`config.mk`:
```
export PLATFORM = sky130hd
export DESIGN_NAME = weight_dot_engine_flat
export DESIGN_NICKNAME = d
export VERILOG_FILES = /design/src/rtl/weight_dot_engine_if.sv /design/src/rtl/weight_dot_engine.sv /design/src/flat_wrapper.sv
export SDC_FILE = /design/constraint.sdc
export NUM_CORES = 1
export LEC_CHECK = 0
export CAP_MARGIN = 10
export CORE_ASPECT_RATIO = 0.8
export CORE_UTILIZATION = 40
export CTS_CLUSTER_DIAMETER = 80
export DETAILED_ROUTE_END_ITERATION = 12
export GPL_ROUTABILITY_DRIVEN = 1
export GPL_TIMING_DRIVEN = 0
export SYNTH_ARGS = -nofsm -noshare
export SYNTH_HDL_FRONTEND = slang
export SYNTH_SLANG_ARGS = --single-unit
```
`constraint.sdc`:
```
create_clock -name clk -period 8.65 [get_ports clk]
set_input_delay 1.73 -clock clk [delete_from_list [all_inputs] [get_ports clk]]
set_output_delay 1.73 -clock clk [all_outputs]
set_load 0.05 [all_outputs]
```
`src/rtl/weight_dot_engine_if.sv`:
```
// Read port shared by the dot-product engine, the weight memory and the feature buffer.
// Both memories see the same address/enable and answer with one cycle of latency.
interface weight_dot_engine_if #(
  parameter int AW = 5,
  parameter int WW = 9,
  parameter int FW = 9
) ();
  logic [AW-1:0]        mem_addr;
  logic                 mem_read;
  logic signed [WW-1:0] mem_dout;
  logic signed [FW-1:0] feat_dout;

  modport master (output mem_addr, output mem_read, input mem_dout, input feat_dout);
  modport slave  (input mem_addr, input mem_read, output mem_dout, output feat_dout);
endinterface

```
`src/rtl/weight_dot_engine.sv`:
```
// Sweeps the weight memory and feature buffer, accumulating one signed dot product per start.
// Optional feature macro: WEIGHT_DOT_BIAS_EN adds a bias port that preloads the accumulator.
module weight_dot_engine #(
  parameter int N_WEIGHTS = 30,
  parameter int AW        = 5,
  parameter int WW        = 9,
  parameter int FW        = 9,
  parameter int ACCW      = 24
) (
  input  logic                   clk,
  input  logic                   rst_n,
  input  logic                   start,
  input  logic                   abort,
`ifdef WEIGHT_DOT_BIAS_EN
  input  logic signed [ACCW-1:0] bias,
`endif
  weight_dot_engine_if.master    mem,
  output logic                   busy,
  output logic signed [ACCW-1:0] result,
  output logic                   result_valid
);

  typedef enum logic [1:0] {IDLE, FETCH, DRAIN, DONE} state_t;

  state_t                  state;
  state_t                  state_nxt;
  logic [AW-1:0]           cnt;
  logic                    rd_pend;
  logic                    last_addr;
  logic signed [ACCW-1:0]  acc;
  logic signed [ACCW-1:0]  acc_sum;
  logic signed [ACCW-1:0]  preload;
  logic signed [WW+FW-1:0] prod;

`ifdef WEIGHT_DOT_BIAS_EN
  assign preload = bias;
`else
  assign preload = '0;
`endif

  assign last_addr = (cnt == AW'(N_WEIGHTS - 1));
  assign busy      = (state != IDLE);

  // Full-width signed product, sign-extended before the wrapping accumulate.
  assign prod    = (WW+FW)'(mem.mem_dout) * (WW+FW)'(mem.feat_dout);
  assign acc_sum = acc + ACCW'(prod);

  always_ff @(posedge clk or negedge rst_n) begin
    if (!rst_n) begin
      state <= IDLE;
    end else begin
      state <= state_nxt;
    end
  end

  always_comb begin
    state_nxt    = state;
    mem.mem_read = 1'b0;
    mem.mem_addr = '0;
    case (state)
      IDLE: begin
        if (start) begin
          state_nxt = FETCH;
        end
      end
      FETCH: begin
        mem.mem_read = 1'b1;
        mem.mem_addr = cnt;
        if (last_addr) begin
          state_nxt = DRAIN;
        end
      end
      DRAIN:   state_nxt = DONE;
      DONE:    state_nxt = IDLE;
      default: state_nxt = IDLE;
    endcase
    if (abort) begin
      state_nxt = IDLE;
    end
  end

  // Data returned for a read lands one cycle later, so rd_pend gates the accumulate.
  always_ff @(posedge clk or negedge rst_n) begin
    if (!rst_n) begin
      cnt          <= '0;
      rd_pend      <= 1'b0;
      acc          <= '0;
      result       <= '0;
      result_valid <= 1'b0;
    end else begin
      rd_pend      <= mem.mem_read & ~abort;
      result_valid <= (state == DRAIN) & ~abort;

      if (state == FETCH && state_nxt == FETCH) begin
        cnt <= cnt + AW'(1);
      end else begin
        cnt <= '0;
      end

      if (state == IDLE) begin
        acc <= preload;
      end else if (rd_pend) begin
        acc <= acc_sum;
      end

      if (state == DRAIN && !abort) begin
        result <= rd_pend ? acc_sum : acc;
      end
    end
  end

endmodule

```
`src/flat_wrapper.sv`:
```
// flat-port wrapper written by rule: the top's interface ports become plain ports
module weight_dot_engine_flat 
#(
  parameter int N_WEIGHTS = 30,
  parameter int AW        = 5,
  parameter int WW        = 9,
  parameter int FW        = 9,
  parameter int ACCW      = 24
)
  (clk, rst_n, start, abort, busy, result, result_valid, mem_mem_addr, mem_mem_read, mem_mem_dout, mem_feat_dout);
  weight_dot_engine_if #(.AW(AW), .WW(WW), .FW(FW)) mem_i ();
  input  logic clk;
  input  logic rst_n;
  input  logic start;
  input  logic abort;
  output logic busy;
  output logic signed [ACCW-1:0] result;
  output logic result_valid;
  output wire logic [$bits(mem_i.mem_addr)-1:0] mem_mem_addr;
  output wire logic [$bits(mem_i.mem_read)-1:0] mem_mem_read;
  input wire logic [$bits(mem_i.mem_dout)-1:0] mem_mem_dout;
  input wire logic [$bits(mem_i.feat_dout)-1:0] mem_feat_dout;
  assign mem_mem_addr = mem_i.mem_addr;
  assign mem_mem_read = mem_i.mem_read;
  assign mem_i.mem_dout = mem_mem_dout;
  assign mem_i.feat_dout = mem_feat_dout;
  weight_dot_engine #(.N_WEIGHTS(N_WEIGHTS), .AW(AW), .WW(WW), .FW(FW), .ACCW(ACCW)) u_core (.clk(clk), .rst_n(rst_n), .start(start), .abort(abort), .mem(mem_i), .busy(busy), .result(result), .result_valid(result_valid));
endmodule
```
Fig. 1: run 1, congestion heat map
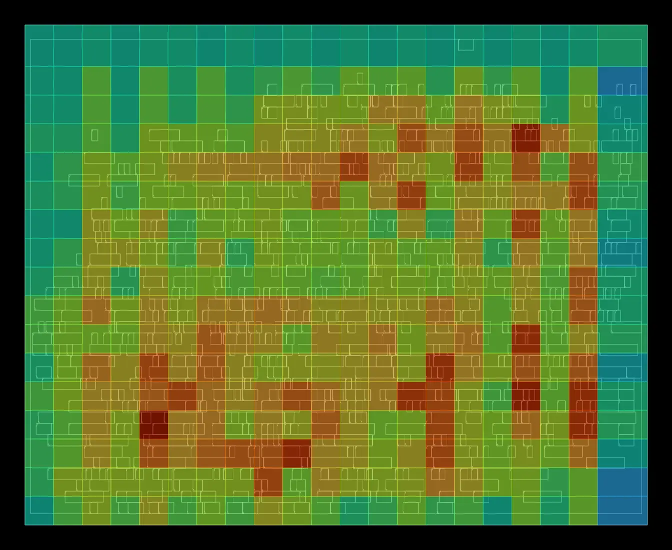
GR Layer Usage met2: 28.79%
GRT busiest layer: met2

Fig. 2: run 1, signal metal coverage by tile
The die is cut into 30 by 24 equal tiles; white is low, dark blue is high, scaled to the fullest tile. Values are wire area over tile area, all layers added.
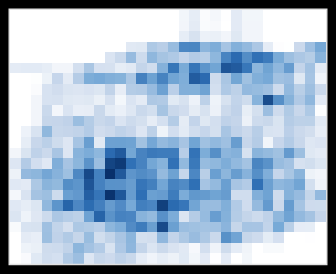
- tiles over half the peak: 19%
- fullest tile: 0.46
- emptiest ninth of the die: top left
- densest ninth of the die: bottom middle

Fig. 3: run 1, signal wires by layer
Bar = 50 um. Only two layers are drawn.
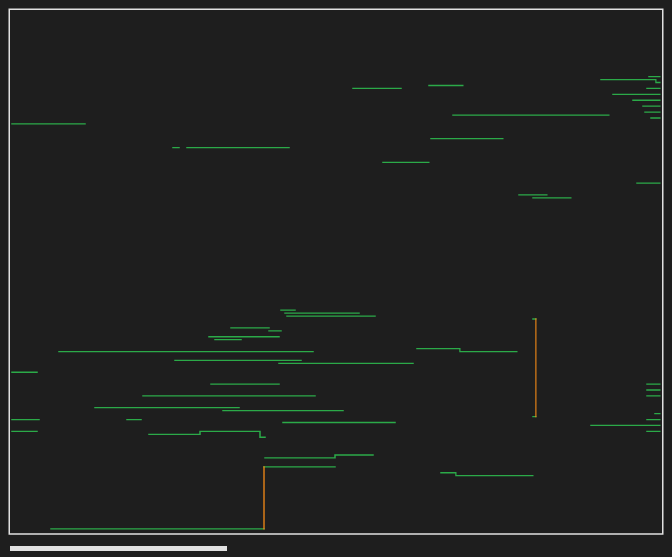
- orange: met4 (wire length 36.7 um)
- green: met3 (wire length 744 um)

==> run 1: worst paths after layout <==
kind	to	slack (ns)
setup reg to reg	u_core.acc[16]$_DFF_PN0_	4.50
setup / recovery	u_core.result[20]$_DFFE_PN0P_	1.57
min in group asynchronous	u_core.result[19]$_DFFE_PN0P_	1.34
hold / removal	u_core.result[5]$_DFFE_PN0P_	0.48
hold reg to reg	u_core.result[5]$_DFFE_PN0P_	0.48
max in group asynchronous	u_core.acc[6]$_DFF_PN0_	6.74
==> run 1: logic make-up (layout without fill, tap and decap cells) <==
group | after synthesis | count (layout)
and+or+nand+nor | 224 | 224
buffers and inverters | 206 | 262
adders and majority gates | 161 | 161
AOI/OAI and AO/OA | 99 | 99
DFF | 57 | 57
xor gates and xnor gates | 21 | 21
muxes | 14 | 14
==> changes_impl.md, run 1 <==
### Implementation results

* Die H at 120.4 um
* Mapped Area at about 7000 um^2
* Initial antenna violation count at 0
* Post-synth EDFFs at 0
* DR WL met3 at between 700 and 800 um
* Total GRT Usage at 18.62%
* Highest-delay cell along the critical path: fa_1
* Area Growth Syn to Fin at 13.86%
* Number of DRC markers in iteration 0 at 278
* Synth Area in Simple Gates at between 10% and 20%
* Post-cts gate resize count at 0
* Instance count on the critical path at 20
* Asr flop ratio synth at 100.0%
* Buf/Inv on CP at 6
* Clk. pwr at 346 uW
* Layout cells sized above 1 at between 3 and 4%
* Switching power at 1.635 mW
* Final Max Tran Viols at 0
* Routed wire length at between 15000 and 20000 um
* DRC violations left at 0
* H-tree depth at 3
* Crit-path max cell delay at just over 0.5 ns
* Ys cells at 782
* Yosys top cell area share at 28.00%
* Avg Cell Area, Syn at ~9.0 um^2
* CTS Root Cell: clkbuf_16
* WL met1 at 7571 um
* Most Frequent Cell on Critical Path: fa_1
* Final Hold Vio Count at 0
* Pwr Density at 389.6 nW/um^2
* Status: finished clean
* Count of tool warnings at 28
* Largest net degree at the start of global routing at 41
* IO buf count at 39
* Synth warnings at 0
* Total die area at 18050 um^2
* Total chip power at 3.108 mW
* TNS Setup at 0 ns
* Clk Latency, worst-skew pair at about 0.32 ns
* Sequential power at approximately 330 uW
* Comb gates at 519
* Main logic family: adder cells
* Setup ws final at 1.568 ns
* Num CTS Buffers at 9
* TritonCTS clock tree: yes
* CTS max path bufs at 2
* Fmax at 141.2 MHz
* Inverters at 176
* Max-cap viol count at 0
* Critical path launch point type: input port
* Hpwl dp at between 10000 and 15000 um
* Largest area class, layout: multi-input combinational cells
* Leak at 4.029 nW
* Reg clk slew, reported paths at 0.05 ns
* Multi-input logic area at just under 5000 um^2
* WL per Instance at 14.47 um
* Int Power at 1.473 mW
* Most instantiated logic cells after routing: inv_1 (175), fa_1 (98), nand2_1 (90), ha_1 (63), dfrtp_1 (57)
* Total core area at 16820 um^2
* Non-filler cells, final at 1058
* Number of I/O pins at approximately 54
* Inst Count DP at about 1000
* Synth area leaders: fa_1 (28%), dfrtp_1 (20%), ha_1 (11%)
* Seq/Total Area, Yosys at 20.36%
* Synth cell count leaders: inv_1 (175), fa_1 (98), nand2_1 (90)
* CLK BUF at 13
* Met2 WL at a little under 7000 um
* Crit Path Class: in -> reg
* Comb/total area at 60.26%
* Flop pwr share at between 10% and 20%
* Sequential cell area at about 1400 um^2
* Clock buffers and inverters, area share at around 3.6%
* Tap Cells at ~220
* Non-clk bufs at 70
* Worst r2r path cells at 14
* VDD IR max at roughly 0.25 mV
* RSZ-0062 raised after global routing: false
* Slew HR at around 55%
* Post-Synth XOR/XNOR Area at 2.625%
* Syn nets at 965
* Pre-antenna DRT Iters at 5
* Buffering overhead at 6.493%
* Logic power comb at ~2.4 mW
* Filler cells at between 1500 and 2000
* Grt total ovfl at 0
* Synth top cell by count: inv_1
* Floorplan Utilization at 41.67%
* Registers at between 50 and 60
* Number of global-route vias before repair at 5258
* Synth Instances at around 780
* Worst Path Max Fanout at 9
* Hold path cells at 2
* Main flop type: dfrtp_1
* Rows at 42
* CP Launch Point: mem_feat_dout[8]
* Adder share at 39.25%
--- run 2 (diff from run 1) ---
Clock period 8.65 ns to 7.35 ns, I/O delays scaled along.
Fig. 4: run 2, zoomed window
Bar = 5 um. Window x 102 to 122, y 80 to 100 um. Cells in gray, sequential cells in the stronger gray; small squares are vias.
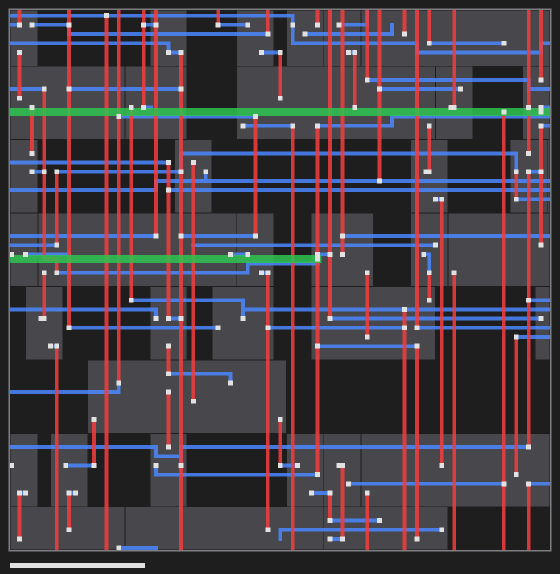
- blue: met1
- green: met3
- red: met2
- most frequent: inv_1 (12), fa_1 (9), nand2_1 (8)
- sequential cells in the window: 0
- cells with their middle in the window: 35

==> run 2 against run 1 <==
Flip-flop count stayed put. Sequential share of layout area stayed put. Critical path depth stayed put. Global-route usage stayed put. Largest cell class unchanged. Largest power group unchanged.
==> changes_impl.md, run 2 <==
### Implementation results

* Num CTS Buffers at 9 (unchanged)
* M1 GR Usage at 27.77% (unchanged)
* Worst r2r path cells at 14 (unchanged)
* Non-filler cells, final at 1058 (unchanged)
* Die H at 120.4 um (unchanged)
* RR Endpoint: u_core.acc[16]$_DFF_PN0_ (unchanged)
* Inst Count DP at 1042 (unchanged)
* Fmax at roughly 150 MHz
* DRC violations left at 0 (unchanged)
* Largest net degree at the start of global routing at 41 (unchanged)
* Slew HR at 55.18% (unchanged)
* Synth area leaders: fa_1 (28%), dfrtp_1 (20%), ha_1 (11%) (unchanged)
* Pre-CTS WS at 0.2903 ns (was 1.330 ns)
* Most instantiated logic cells after routing: inv_1 (175), fa_1 (98), nand2_1 (90), ha_1 (63), dfrtp_1 (57) (unchanged)
* Area Growth Syn to Fin at 13.86% (unchanged)
* Rows at 42 (unchanged)
* Post-Synth XOR/XNOR Area at 2.625% (unchanged)
* Syn nets at 965 (unchanged)
* Synth warnings at 0 (unchanged)
* Avg Cell Area, Syn at 8.960 um^2 (unchanged)
* Seq/Total Area, Yosys at 20.36% (unchanged)
* Synth top cell by count: inv_1 (unchanged)
* CTS max path bufs at 2 (unchanged)
* Final Hold Vio Count at 0 (unchanged)
* Switching power at 1.924 mW (was 1.635 mW)
* Floorplan Utilization at 41.67% (unchanged)
* Clk Latency, worst-skew pair at 0.32 ns (about the same)
* Synth Area in Simple Gates at 15.16% (unchanged)
* Total GRT Usage at 18.62% (unchanged)
* Post-synth EDFFs at 0 (unchanged)
* Synth cell count leaders: inv_1 (175), fa_1 (98), nand2_1 (90) (unchanged)
* GRT busiest layer: met2 (unchanged)
* Instance count on the critical path at 20 (unchanged)
* Status: finished clean (unchanged)
* Buf/Inv on CP at 6 (unchanged)
* Leak at 4.029 nW (unchanged)
* Dpl cell area at 7687 um^2 (unchanged)
* Number of DRC markers in iteration 0 at 278 (unchanged)
* Most Frequent Cell on Critical Path: fa_1 (unchanged)
* Synth Instances at 782 (unchanged)
* Routed wire length at 15310 um (unchanged)
* N_diodes at 0 (unchanged)
* Hold path endpoint: u_core.result[5]$_DFFE_PN0P_ (unchanged)
* Highest-delay cell along the critical path: fa_1 (unchanged)
* H-tree depth at 3 (unchanged)
* Total core area at 16820 um^2 (unchanged)
* Crit path capture: u_core.result[20]$_DFFE_PN0P_ (unchanged)
* Ys cells at 782 (unchanged)
* RSZ-0062 raised after global routing: false (unchanged)
* Initial antenna violation count at 0 (unchanged)
* Max-cap viol count at 0 (unchanged)
* Count of tool warnings at 28 (unchanged)
* Worst Path Max Fanout at 9 (unchanged)
* TNS Setup at 0 ns (unchanged)
* CTS Root Cell: clkbuf_16 (unchanged)
* WL per Instance at 14.47 um (unchanged)
* Total die area at 18050 um^2 (unchanged)
* Hpwl dp at 12860 um (unchanged)
* Mapped Area at 7007 um^2 (unchanged)
* Adder share at 39.25% (unchanged)
* Layout cells sized above 1 at 3.341% (unchanged)
* Pwr Density at 458.5 nW/um^2 (was 389.6 nW/um^2)
* Reg clk slew, reported paths at 0.05 ns (about the same)
* Pre-antenna DRT Iters at 5 (unchanged)
* CP Launch Point: mem_feat_dout[8] (unchanged)
* Main flop type: dfrtp_1 (unchanged)
* WP data arrival at 7.06 ns (was 7.32 ns)
* Final Max Tran Viols at 0 (unchanged)
* Number of global-route vias before repair at 5258 (unchanged)
* IO buf count at 39 (unchanged)
* Main logic family: adder cells (unchanged)
* Total chip power at 3.658 mW (was 3.108 mW)
* GR Layer Usage met2 at 28.79% (unchanged)
* Sequential power at 385 uW (was 328 uW)
* Clk. pwr at 408 uW (was 346 uW)
* Hold path cells at 2 (unchanged)
* VDD IR max at 0.2958 mV (was 0.2513 mV)
* DR WL met3 at 743 um (unchanged)
* Setup ws final at 0.5282 ns (was 1.568 ns)
* Met2 WL at 6956 um (unchanged)
* Grt total ovfl at 0 (unchanged)
* Number of I/O pins at 54 (unchanged)
* Critical path launch point type: input port (unchanged)
* Int Power at 1.734 mW (was 1.473 mW)
* Flop pwr share at 10.5% (about the same)
Fig. 5: run 2, signal wires by layer
Bar = 50 um. Only two layers are drawn.
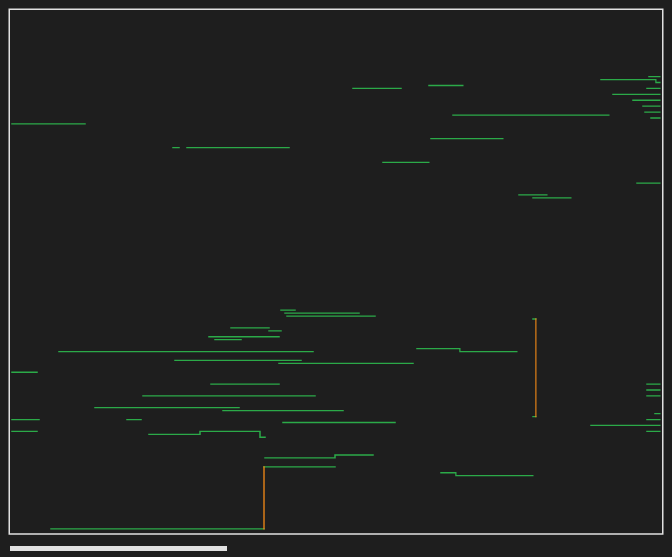
- orange: met4 (wire length 36.7 um)
- green: met3 (wire length 744 um)

## run 2: cell counts after synthesis
Identical to the previous run, type by type.
## run 2: kinds of logic after synthesis
group                      Yosys count
AOI/OAI and AO/OA                   99
xor gates and xnor gates            21
adders and majority gates          161
buffers and inverters              206
DFF                                 57
muxes                               14
and+or+nand+nor                    224
## run 2: final cells by class
| cell class | count | area [um^2] |
|---|---|---|
| plain buffers | 30 | 112.6 |
| clock buffers | 13 | 250.2 |
| clock inverters | 3 | 40.04 |
| fillers | 1679 | 8838 |
| inverters | 176 | 660.6 |
| multi-input cells | 519 | 4807 |
| flip-flops and latches | 57 | 1426 |
| well taps | 220 | 275.3 |
| repair buffers | 40 | 405.4 |
## run 2: worst min-delay path: stages, from the launching register on
cell     delay (ns)
dfrtp_1        0.34
nand2_1        0.05
o21ai_0        0.06
Power figures rest on the tool's default switching activity, not on a simulated workload.
